$ cat src/rtl/toggle_rx.sv
// Receiver for a two-phase (toggle) request/acknowledge link: captures one word per request
// toggle, offers it on valid/ready, returns an ack toggle. Define TOGGLE_RX_SYNC_EN for a 2-flop request synchroniser.
module toggle_rx #(
  parameter int DATA_W = 8,
  parameter int CNT_W  = 8
) (
  input  logic              clk,
  input  logic              reset,
  input  logic              req_tgl,
  input  logic [DATA_W-1:0] data_in,
  input  logic              ready,
  output logic [DATA_W-1:0] data_out,
  output logic              valid,
  output logic              ack_tgl,
  output logic [CNT_W-1:0]  evt_cnt,
  output logic              overrun
);

  localparam logic ST_IDLE = 1'b0;
  localparam logic ST_HOLD = 1'b1;

  logic              req_sync;
  logic              req_prev_q;
  logic              req_edge;

  logic              state_q, state_d;
  logic [DATA_W-1:0] data_q, data_d;
  logic              valid_q, valid_d;
  logic              ack_q, ack_d;
  logic [CNT_W-1:0]  cnt_q, cnt_d;
  logic              ovr_q, ovr_d;

`ifdef TOGGLE_RX_SYNC_EN
  logic req_s1_q;
  logic req_s2_q;

  // Sender runs on another clock: resolve metastability before edge detection.
  always_ff @(posedge clk or negedge reset) begin
    if (!reset) begin
      req_s1_q <= 1'b0;
      req_s2_q <= 1'b0;
    end else begin
      req_s1_q <= req_tgl;
      req_s2_q <= req_s1_q;
    end
  end

  assign req_sync = req_s2_q;
`else
  assign req_sync = req_tgl;
`endif

  always_ff @(posedge clk or negedge reset) begin
    if (!reset) begin
      req_prev_q <= 1'b0;
    end else begin
      req_prev_q <= req_sync;
    end
  end

  assign req_edge = req_sync ^ req_prev_q;

  // A toggle seen while a word is pending is dropped and only flagged.
  always_comb begin
    state_d = state_q;
    data_d  = data_q;
    valid_d = valid_q;
    ack_d   = ack_q;
    cnt_d   = cnt_q;
    ovr_d   = ovr_q;
    case (state_q)
      ST_IDLE: begin
        if (req_edge) begin
          data_d  = data_in;
          valid_d = 1'b1;
          state_d = ST_HOLD;
        end
      end
      ST_HOLD: begin
        if (req_edge) begin
          ovr_d = 1'b1;
        end
        if (ready) begin
          valid_d = 1'b0;
          ack_d   = ~ack_q;
          cnt_d   = cnt_q + CNT_W'(1);
          state_d = ST_IDLE;
        end
      end
      default: begin
        valid_d = 1'b0;
        state_d = ST_IDLE;
      end
    endcase
  end

  always_ff @(posedge clk or negedge reset) begin
    if (!reset) begin
      state_q <= ST_IDLE;
      data_q  <= '0;
      valid_q <= 1'b0;
      ack_q   <= 1'b0;
      cnt_q   <= '0;
      ovr_q   <= 1'b0;
    end else begin
      state_q <= state_d;
      data_q  <= data_d;
      valid_q <= valid_d;
      ack_q   <= ack_d;
      cnt_q   <= cnt_d;
      ovr_q   <= ovr_d;
    end
  end

  assign data_out = data_q;
  assign valid    = valid_q;
  assign ack_tgl  = ack_q;
  assign evt_cnt  = cnt_q;
  assign overrun  = ovr_q;

endmodule
$ cat config.mk
export PLATFORM = sky130hd
export DESIGN_NAME = toggle_rx
export DESIGN_NICKNAME = d
export VERILOG_FILES = /design/src/rtl/toggle_rx.sv
export SDC_FILE = /design/constraint.sdc
export NUM_CORES = 1
export LEC_CHECK = 0
export CAP_MARGIN = 20
export CORE_MARGIN = 2
export CORE_UTILIZATION = 42
export DETAILED_ROUTE_END_ITERATION = 12
export PLACE_DENSITY = 0.83
export SLEW_MARGIN = 20
export SYNTH_ARGS = -nofsm -noshare
export SYNTH_HDL_FRONTEND = slang
export SYNTH_SLANG_ARGS = --single-unit
export TNS_END_PERCENT = 5
$ cat constraint.sdc
create_clock -name clk -period 1.84 [get_ports clk]
set_input_delay 0.276 -clock clk [delete_from_list [all_inputs] [get_ports clk]]
set_output_delay 0.276 -clock clk [all_outputs]
set_load 0.02 [all_outputs]
### Metal 1

Supply wires on this layer in grey.
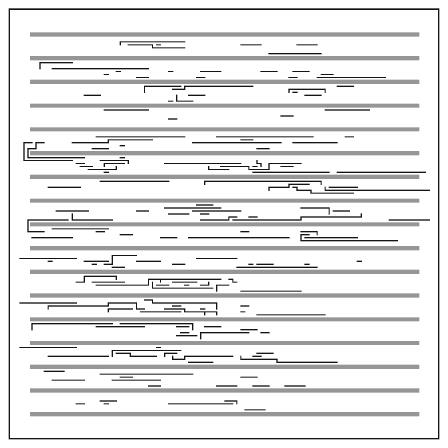
wire length on this layer = 679 um
share of all routed wire = 45%
longest straight run = 13.3 um
main direction = horizontal
WL final: 1500 um
via count: 537
met1 global-route usage: 19.0%

==> results.yml <==
# flow metrics
timing:
  fin_crit_sh_pct: 90.2
  clock_skew_ns: 0.00841
  slew_headroom_pct: 82.8
  fin_setup_tns_ns: 0
  fmax_ghz: 0.602
  setup_violations: 0
  finalCriticalPeriod_ns: 1.66
  tightest_slew_ns: 0.257
cells_and_area:
  design_area_sq_um: 1230
  n_all_inverters: 0
  comb_area_share_pct: 25.6
  regArea_sq_um: 526
  areaGrowthSynthToFinish_pct: 44.3
  comb_cells: 35
  clk_share_pct: 2.24
  final_layout_top_logic_cells: "clkdlybuf4s50_1 (30), dfrtp_1 (21), mux2_4 (8)"
  nNetsFinal: 106
  fillCellCount: 153
  dominant_cells: "flip-flops and latches"
worst_setup_path:
  slowest_delay_ns: 0.63
  critPathCaptureType: "primary output"
  cp.required_ns: 1.56
  critPathLaunch: "evt_cnt[3]"
  worstRegToRegCells: 4
  r2r-end: "data_out[3]"
  cp.depth: 1
  cp_cell_sequence: "clkdlybuf4s50_1"
  worstSetupStartpointType: "flop"
clock_tree:
  clkSinkCount: 21
  cts_buffer_depth: 2
  htree_num_levels: 1
  clock.latency.late_pin_ns: 0.31
  clk_pin_slew_ns: 0.12
  numCtsBuffers: 3
  cts_resized: 0
power:
  powerDensity_nw_per_um2: 1440
  total_power_uw: 1770
  switching_share_pct: 35.3
  net-switching-power_uw: 626
  internal-power_uw: 1150
  power_frac_seq_pct: 42.2
  pwr.group.sequential_uw: 748
  power_clock_uw: 222
  power-top-group: "combinational logic"
  p_leak_uw: 0.000546
yosys:
  synth_cell_types: 16
  yosys.area.top_type_share_pct: 61.7
  syn_nets: 70
  synthSimpleGateAreaFrac_pct: 8.08
  ys_top_logic_family: "multiplexers"
  synth_flops: 21
  top_cells_by_count: "dfrtp_1 (21), mux2_4 (8), xor2_1 (6), nand2_1 (4), xnor2_1 (3)"
  synth.cell_area_sq_um: 852
  xor_share_pct: 9.25
  flop_cell: "dfrtp_1"
  synth_async_sr_flop_share_pct: 100
  most_common_cell: "dfrtp_1"
status:
  outcome: "completed"
grt:
  grt_pass1_vias: 503
  use_met3_pct: 6.13
  grt_use_total_pct: 14.3
  gr-total-overflow: 0
  grt_pass1_wl_um: 2500
  grt_antenna_before_repair: 0
  grt_busiest_layer: "met2"
die:
  die_x_um: 49.0
  io_pins: 31
  dieArea_sq_um: 2400
  placementRows: 16
  fp.coreArea_sq_um: 1940
place:
  place_hpwl_um: 1110
  port-buffer-count: 30
routing:
  drtPass1Iterations: 3
  wl_met1_um: 678
  drcViolationCount: 0
  wl_per_cell_um: 12.6
  drt_iter0_drc: 4
  top_layer: "met4"
flow_run:
  maxCapViolCount: 0
### The metal 2 layer

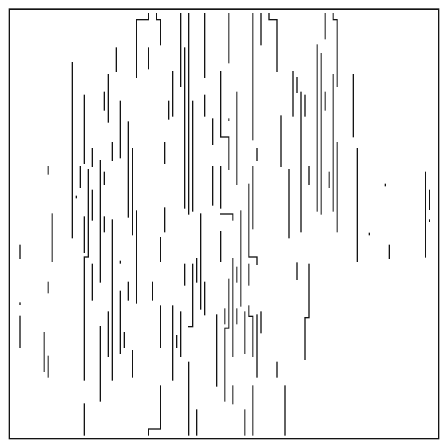
wire length on this layer = 721 um
longest straight run = 22.9 um
share of all routed wire = 48%
met2 usage: 20.5%

Power is estimated from default activity; no workload was simulated.
